**src/rtl/dev_protocol_resp.sv**
```systemverilog
// Device-side packet responder: answers OUT/IN tokens with handshakes or DATA0, owns a one-entry IN buffer.
// Optional error counter is built only when DEV_ERRCNT_EN is defined.
module dev_protocol_resp (
    input  logic        clk,
    input  logic        rst_L,
    input  logic        rx_valid,
    input  logic        rx_corrupted,
    input  logic [3:0]  rx_pid,
    input  logic [6:0]  rx_addr,
    input  logic [3:0]  rx_endp,
    input  logic [63:0] rx_data,
    input  logic [6:0]  dev_addr,
    input  logic [3:0]  dev_endp,
    input  logic        tx_busy,
    output logic        tx_pktready,
    output logic        tx_pkttype,
    output logic [3:0]  tx_pid,
    output logic [63:0] tx_data,
    output logic [63:0] app_out_data,
    output logic        app_out_valid,
    input  logic        app_out_stall,
    input  logic [63:0] app_in_data,
    input  logic        app_in_load,
    output logic        app_in_full,
    output logic [7:0]  err_cnt
);

    localparam logic [3:0] PID_OUT   = 4'b0001;
    localparam logic [3:0] PID_IN    = 4'b1001;
    localparam logic [3:0] PID_DATA0 = 4'b0011;
    localparam logic [3:0] PID_ACK   = 4'b0010;
    localparam logic [3:0] PID_NAK   = 4'b1010;

    typedef enum logic [2:0] {
        IDLE, OUT_WDATA, OUT_RESP, IN_SEND, IN_WACK
    } state_t;

    state_t      state_q, state_d;
    logic [7:0]  timer_q, timer_d;
    logic [3:0]  hs_q, hs_d;
    logic [63:0] out_data_q, out_data_d;
    logic [63:0] buf_q, buf_d;
    logic        full_q, full_d;
    logic        ack_clr, load_ok, pkt_ok, for_us;

    assign pkt_ok = rx_valid && !rx_corrupted;
    assign for_us = pkt_ok && (rx_addr == dev_addr) && (rx_endp == dev_endp);

    always_comb begin
        state_d       = state_q;
        timer_d       = timer_q;
        hs_d          = hs_q;
        out_data_d    = out_data_q;
        tx_pktready   = 1'b0;
        tx_pkttype    = 1'b0;
        tx_pid        = 4'd0;
        tx_data       = 64'd0;
        app_out_valid = 1'b0;
        ack_clr       = 1'b0;
        case (state_q)
            IDLE: begin
                timer_d = 8'd0;
                if (for_us && rx_pid == PID_OUT) begin
                    state_d = OUT_WDATA;
                end else if (for_us && rx_pid == PID_IN) begin
                    if (full_q) begin
                        state_d = IN_SEND;
                    end else begin
                        hs_d    = PID_NAK;
                        state_d = OUT_RESP;
                    end
                end
            end
            OUT_WDATA: begin
                if (rx_valid) begin
                    // Any packet restarts the wait; stray tokens are otherwise ignored.
                    timer_d = 8'd0;
                    if (rx_corrupted || (rx_pid == PID_DATA0 && app_out_stall)) begin
                        hs_d    = PID_NAK;
                        state_d = OUT_RESP;
                    end else if (rx_pid == PID_DATA0) begin
                        out_data_d    = rx_data;
                        app_out_valid = 1'b1;
                        hs_d          = PID_ACK;
                        state_d       = OUT_RESP;
                    end
                end else if (timer_q == 8'hFF) begin
                    timer_d = 8'd0;
                    state_d = IDLE;
                end else begin
                    timer_d = timer_q + 8'd1;
                end
            end
            OUT_RESP: begin
                if (!tx_busy) begin
                    tx_pktready = 1'b1;
                    tx_pid      = hs_q;
                    state_d     = IDLE;
                end
            end
            IN_SEND: begin
                if (!tx_busy) begin
                    tx_pktready = 1'b1;
                    tx_pkttype  = 1'b1;
                    tx_pid      = PID_DATA0;
                    tx_data     = buf_q;
                    timer_d     = 8'd0;
                    state_d     = IN_WACK;
                end
            end
            IN_WACK: begin
                // Corrupted packets count as silence here.
                if (pkt_ok) begin
                    timer_d = 8'd0;
                    if (rx_pid == PID_ACK) begin
                        ack_clr = 1'b1;
                        state_d = IDLE;
                    end else if (rx_pid == PID_NAK) begin
                        state_d = IN_SEND;
                    end
                end else if (timer_q == 8'hFF) begin
                    timer_d = 8'd0;
                    state_d = IDLE;
                end else begin
                    timer_d = timer_q + 8'd1;
                end
            end
            default: state_d = IDLE;
        endcase
    end

    // A load coinciding with the ACK that empties the buffer takes priority.
    assign load_ok = app_in_load && (!full_q || ack_clr);

    always_comb begin
        buf_d  = buf_q;
        full_d = full_q;
        if (ack_clr) full_d = 1'b0;
        if (load_ok) begin
            buf_d  = app_in_data;
            full_d = 1'b1;
        end
    end

    always_ff @(posedge clk or negedge rst_L) begin
        if (!rst_L) begin
            state_q    <= IDLE;
            timer_q    <= 8'd0;
            hs_q       <= 4'd0;
            out_data_q <= 64'd0;
            buf_q      <= 64'd0;
            full_q     <= 1'b0;
        end else begin
            state_q    <= state_d;
            timer_q    <= timer_d;
            hs_q       <= hs_d;
            out_data_q <= out_data_d;
            buf_q      <= buf_d;
            full_q     <= full_d;
        end
    end

    assign app_out_data = app_out_valid ? rx_data : out_data_q;
    assign app_in_full  = full_q;

`ifdef DEV_ERRCNT_EN
    logic [7:0] err_cnt_q, err_cnt_d;
    logic       corr_evt, expire;

    assign corr_evt = rx_valid && rx_corrupted && (state_q != IDLE);
    assign expire   = (timer_q == 8'hFF) &&
                      ((state_q == OUT_WDATA && !rx_valid) || (state_q == IN_WACK && !pkt_ok));

    always_comb begin
        err_cnt_d = err_cnt_q;
        if ((corr_evt || expire) && err_cnt_q != 8'hFF) err_cnt_d = err_cnt_q + 8'd1;
    end

    always_ff @(posedge clk or negedge rst_L) begin
        if (!rst_L) err_cnt_q <= 8'd0;
        else        err_cnt_q <= err_cnt_d;
    end

    assign err_cnt = err_cnt_q;
`else
    assign err_cnt = 8'd0;
`endif

endmodule

```
**config.mk**
```make
export PLATFORM = sky130hd
export DESIGN_NAME = dev_protocol_resp
export DESIGN_NICKNAME = d
export VERILOG_FILES = /design/src/rtl/dev_protocol_resp.sv
export SDC_FILE = /design/constraint.sdc
export NUM_CORES = 1
export LEC_CHECK = 0
export CAP_MARGIN = 20
export CORE_ASPECT_RATIO = 0.5
export CORE_MARGIN = 4
export CORE_UTILIZATION = 40
export CTS_CLUSTER_DIAMETER = 60
export CTS_CLUSTER_SIZE = 10
export DETAILED_ROUTE_END_ITERATION = 8
export PLACE_DENSITY = 0.75
export SYNTH_ARGS = -nofsm -noshare
export SYNTH_HDL_FRONTEND = slang
export SYNTH_SLANG_ARGS = --single-unit
```
**constraint.sdc**
```tcl
create_clock -name clk -period 2.9 [get_ports clk]
set_input_delay 0.58 -clock clk [delete_from_list [all_inputs] [get_ports clk]]
set_output_delay 0.58 -clock clk [all_outputs]
set_load 0.1 [all_outputs]
```
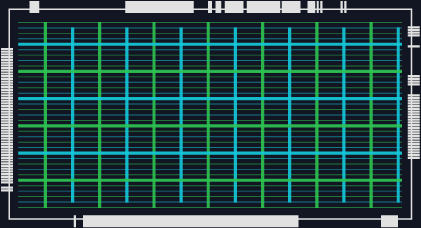
*Supply network, run 1*
Drawn at 2 px/µm. Pins as bars on the die edge.
- green: VSS
- cyan: VDD
- met1 rails: 35
- rows: 34
- met4 straps: 14
- signal pins: 305
- met5 straps: 6

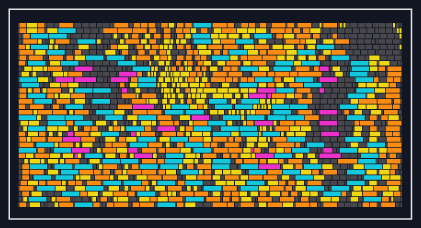
*Placed cells, one colour a class, run 1*
Drawn at 2 px/µm. Fill, decap, tap and diode cells in grey.
- magenta: clock drivers and dummy loads (cells 31; share of their area 4.9%)
- yellow: combinational and other logic (cells 378; share of their area 29%)
- cyan: sequential cells (cells 142; share of their area 27%)
- orange: remaining buffers and delay cells (cells 348; share of their area 38%)
Seq area share: 26.8%
core box area: 0.0177 mm²
Design Area, Final: 0.0133 mm²
FP Rows: 34

==> impl_metrics.json, run 1 <==
{
  "fin_crit_ps": 2890,
  "syn_inst": 560,
  "ys_seq_share_pct": 48.0,
  "crit_top_cell": "buf_12",
  "htree_levels": 4,
  "reg2reg_depth": 7,
  "clock_latency_ps": 420,
  "top_area_share_pct": 48.0,
  "cp_slowest_cell": "clkdlybuf4s50_1",
  "top_area_cell": "dfrtp_1",
  "grtUsageMet2_pct": 41.1,
  "setup_violations": 0,
  "synth-edff-count": 0,
  "place_congestion": 0.832,
  "clkTransAtPathRegs_ps": 60,
  "ys.flop_type": "dfrtp_1",
  "r2r_start": "state_q[0]$_DFFE_PN0P_",
  "cellPowerDensity_mw_per_mm2": 590,
  "status": "complete, no violations",
  "post_dp_cell_area_mm2": 0.0121,
  "wl_per_cell_um": 20.4,
  "busiest_layer": "met2",
  "die_y_um": 104,
  "cp.arrival_ps": 2310,
  "cts.path.max_buffers": 2,
  "use_met3_pct": 5.89,
  "critical_path_class": "in -> out",
  "cts_tree": "built",
  "met3_length_mm": 1.13,
  "first_pass_iters": 4,
  "synth_cell_types": 47,
  "cp_max_fo": 10,
  "ys_ff": 142,
  "critPathLaunchType": "input port",
  "grt_usage_pct": 21.7,
  "hold_viol": 0,
  "hp-class": "in -> async",
  "ys_area_mm2": 0.00740,
  "drv_slew": 0,
  "endpoint": "app_out_data[16]",
  "grt_pass1_vias": 6460,
  "drv_cap": 0,
  "port_buffers": 295,
  "yosysWarnings": 0,
  "irDropWorstVdd_v": 0.000483,
  "slew_headroom_pct": 55.9
}
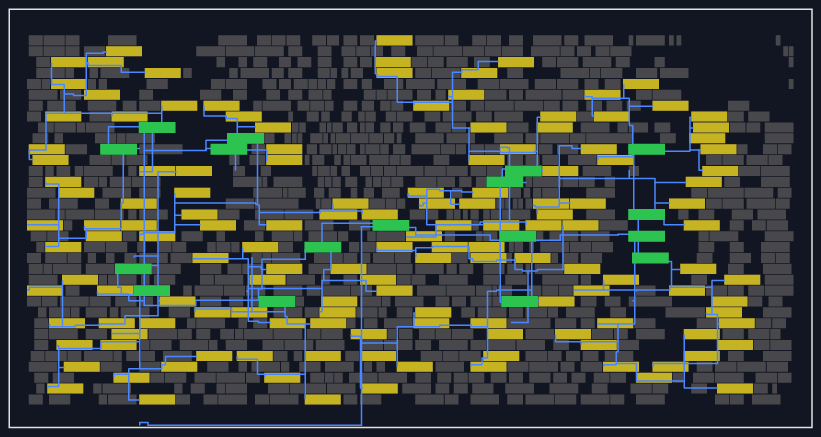
*Routed clock nets over the placement, run 1*
Drawn at 4 px/µm.
- green: clock drivers (count 17)
- blue: clock wires (length 1950 µm)
- yellow: flip-flops (count 142)
- flops lie: spread over the die

-- run 1: sequential cells by signal (all words and copies together) (netlist names) --
name         count
buf_q           64
out_data_q      64
timer_q          8
state_q          3
hs_q             2
app_in_full      1
-- run 1: layout make-up --
type | count | area (µm²)
Clock buffer | 22 | 474
Sequential cell | 142 | 3550
Inverter | 5 | 18.8
Clock inverter | 9 | 158
Timing Repair Buffer | 348 | 4970
Tap cell | 234 | 293
Multi-Input combinational cell | 373 | 3790
Fill cell | 1094 | 4480
-- run 1: cells by family after synthesis --
group           after synthesis  share of synthesized area [%]
compound gates               36                           3.40
buf+inv                      53                           4.48
fa+ha+maj                     1                          0.169
flops                       142                           48.0
xor+xnor                     12                           1.42
simple gates                122                           10.0
other cells                   1                         0.0507
mux                         193                           32.4
-- run 1: report_power, final --
| group | switching, mW | internal, mW | leakage, nW |
|---|---|---|---|
| registers | 0.234 | 2.35 | 1.86 |
| logic | 1.57 | 1.31 | 4.10 |
| clock network | 0.849 | 1.51 | 0.303 |
-- run 1: metrics by stage --
stage                     std cells  worst slack (ps)  setup TNS (ps)
after global placement         1085              -231          -13410
final                          1133              6.11               0
after detailed placement       1085              -227          -13530
after CTS                      1132              3.64               0
after global routing           1133             -30.1           -94.2
after floorplan                 568              -342            -342
-- run 1: repair_timing --
action	in CTS	in global routing
cloned	4	3
endpoints found under the setup margin	64	62
resized	49	28
buffers inserted	13	1
pin swaps	4	3
-- run 1: critical path, delay by kind of cell --
family	cells	cell delay (ps)
mux	1	360
buf+inv	5	1090
simple gates	1	260
-- run 1: Yosys cell counts (5+ instances only) --
library cell and instances:
dfrtp_1 142, mux2_2 133, and3_1 64, mux2_4 60, buf_4 22, clkbuf_1 16, nor2_1 13, xnor2_1 12
o21ai_0 8, nand3_1 7, a21oi_1 6, buf_6 6, nand2_1 6, inv_1 5
### Placed standard cells, run 1

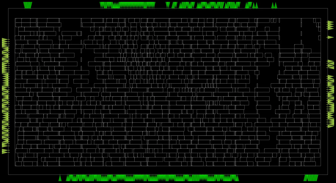

==> run 1 -> run 2 <==
CELL_PAD_IN_SITES_DETAIL_PLACEMENT = 1   (was unset)
CELL_PAD_IN_SITES_GLOBAL_PLACEMENT = 1   (was unset)
CORE_UTILIZATION = 34   (was 40)
GPL_TIMING_DRIVEN = 0   (was unset)
PLACE_DENSITY = unset   (was 0.75)
PLACE_DENSITY_LB_ADDON = 0.1   (was unset)
SLEW_MARGIN = 25   (was unset)
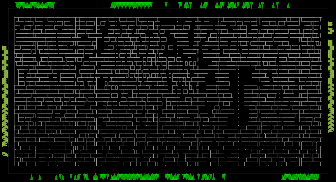
*Placed standard cells, run 2*
Seq area share: 28.2%
Flops: 142

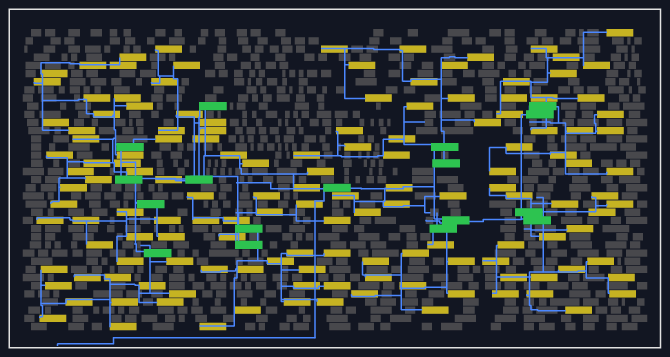
*Routed clock nets over the placement, run 2*
Drawn at 3 px/µm.
- blue: clock wires (length 2150 µm)
- green: clock drivers (count 17)
- yellow: flip-flops (count 142)
- flops lie: spread over the die
power of the clock network: 2.23 mW
clock share of power: 29.1%
clk ins delay skew pair: 410 ps
Fin Clk Skew: 8.83 ps

==> run 2 against run 1 <==
Effect of this change: the run now ends with setup timing left; total power down 2.2%; first-iteration DRC count down 18%; largest cell class unchanged; largest power group unchanged; hold slack improved by 350 ps.
==> impl_metrics.json, run 2 <==
{
  "cts_tree": "built",
  "hold_viol": 0,
  "grt_pass1_vias": 6505,
  "crit_buf_inv": 5,
  "cts_resized": 999,
  "top_area_share_pct": 48.0,
  "path_delay_family": "buffers and inverters",
  "fillers": 2034,
  "violations": "setup timing",
  "synth-edff-count": 0,
  "placedCellCount": 1157,
  "hp-class": "reg -> reg",
  "power_frac_seq_pct": 33.6,
  "r2r_start": "state_q[2]$_DFFE_PN0P_",
  "reg2reg_depth": 9,
  "fp-row-count": 37,
  "cp_max_fo": 5,
  "swShare_pct": 35.6,
  "setup_violations": 49,
  "die_y_um": 112,
  "design_area_mm2": 0.0126,
  "p_comb_share_pct": 37.3,
  "wl_per_cell_um": 20.8,
  "critPathLaunchType": "input port",
  "port_buffers": 295,
  "setup_slack_ps": -49.9,
  "seq_area_mm2": 0.00355,
  "finalNonFillerCells": 1209,
  "critical_path_class": "in -> out",
  "cp_slowest_cell": "and4bb_2",
  "top_area_cell": "dfrtp_1",
  "drv_slew": 0,
  "status": "finished, violations left",
  "fin_crit_ps": 2950,
  "crit_top_cell": "buf_12",
  "cellPowerDensity_mw_per_mm2": 607,
  "post_dp_cell_area_mm2": 0.0108,
  "irDropWorstVdd_v": 0.000371,
  "top_regs": "buf_q (64), out_data_q (64), timer_q (8)",
  "met3_length_mm": 1.39,
  "ys_seq_share_pct": 48.0,
  "synth_cell_types": 47,
  "cp.depth": 8,
  "core-area_mm2": 0.0210,
  "switching_power_mw": 2.72,
  "first_pass_iters": 4,
  "clkTransAtPathRegs_ps": 70,
  "pre_cts_slack_ps": -1540,
  "place_congestion": 0.785,
  "slew_headroom_pct": 32.1,
  "cts_setup_buffers": 4,
  "grt_usage_pct": 19.7,
  "yosysWarnings": 0,
  "ys_ff": 142
}
-- run 2: cell counts after synthesis --
No cell type changed its count.
-- run 2: worst max-delay path by stage --
stage,from,endpoint,slack [ps]
6_report,rx_pid[3],app_out_data[53],-50
5_1_grt,state_q[2]$_DFFE_PN0P_,app_out_data[34],-110
4_1_cts,state_q[2]$_DFFE_PN0P_,app_out_data[3],-140
3_5_place_dp,rx_valid,app_out_data[4],-1540
3_3_place_gp,rst_L,out_data_q[58]$_DFFE_PN0P_,-5060
2_1_floorplan,tx_busy,tx_pid[0],-340
-- run 2: metal layers --
metal | vias to the layer above | GRT usage, %
met5 | - | 0
met4 | 0 | 4.90
li1 | 2698 | -
met3 | 20 | 5.71
met2 | 134 | 34.1
met1 | 2994 | 24.4
-- run 2: kinds of logic after synthesis --
family	after synthesis	share of synthesized area, %
DFF	142	48.0
other	1	0.0507
adders and majority gates	1	0.169
buffers and inverters	53	4.48
AOI/OAI and AO/OA	36	3.40
muxes	193	32.4
xor gates and xnor gates	12	1.42
and+or+nand+nor	122	10.0
-- run 2: area by class of cell --
class | count | area share [%]
Antenna cell | 1 | 0.0198
Buffer | 46 | 3.31
Clock buffer | 21 | 3.65
Clock inverter | 11 | 1.05
Inverter | 5 | 0.149
Multi-Input combinational cell | 373 | 30.1
Sequential cell | 142 | 28.2
Tap cell | 292 | 2.90
Timing Repair Buffer | 318 | 30.6
-- run 2: power groups by stage --
stage / Sequential, mW / Combinational [mW] / Clock, mW
final: 2.57 / 2.85 / 2.23
after global routing: 2.62 / 3.01 / 2.38
after CTS: 2.56 / 2.67 / 2.29
after detailed placement: 2.58 / 2.53 / 0
after global placement: 2.56 / 2.46 / 0
after floorplan: 2.51 / 1.84 / 0
Power and IR drop assume default switching activity.
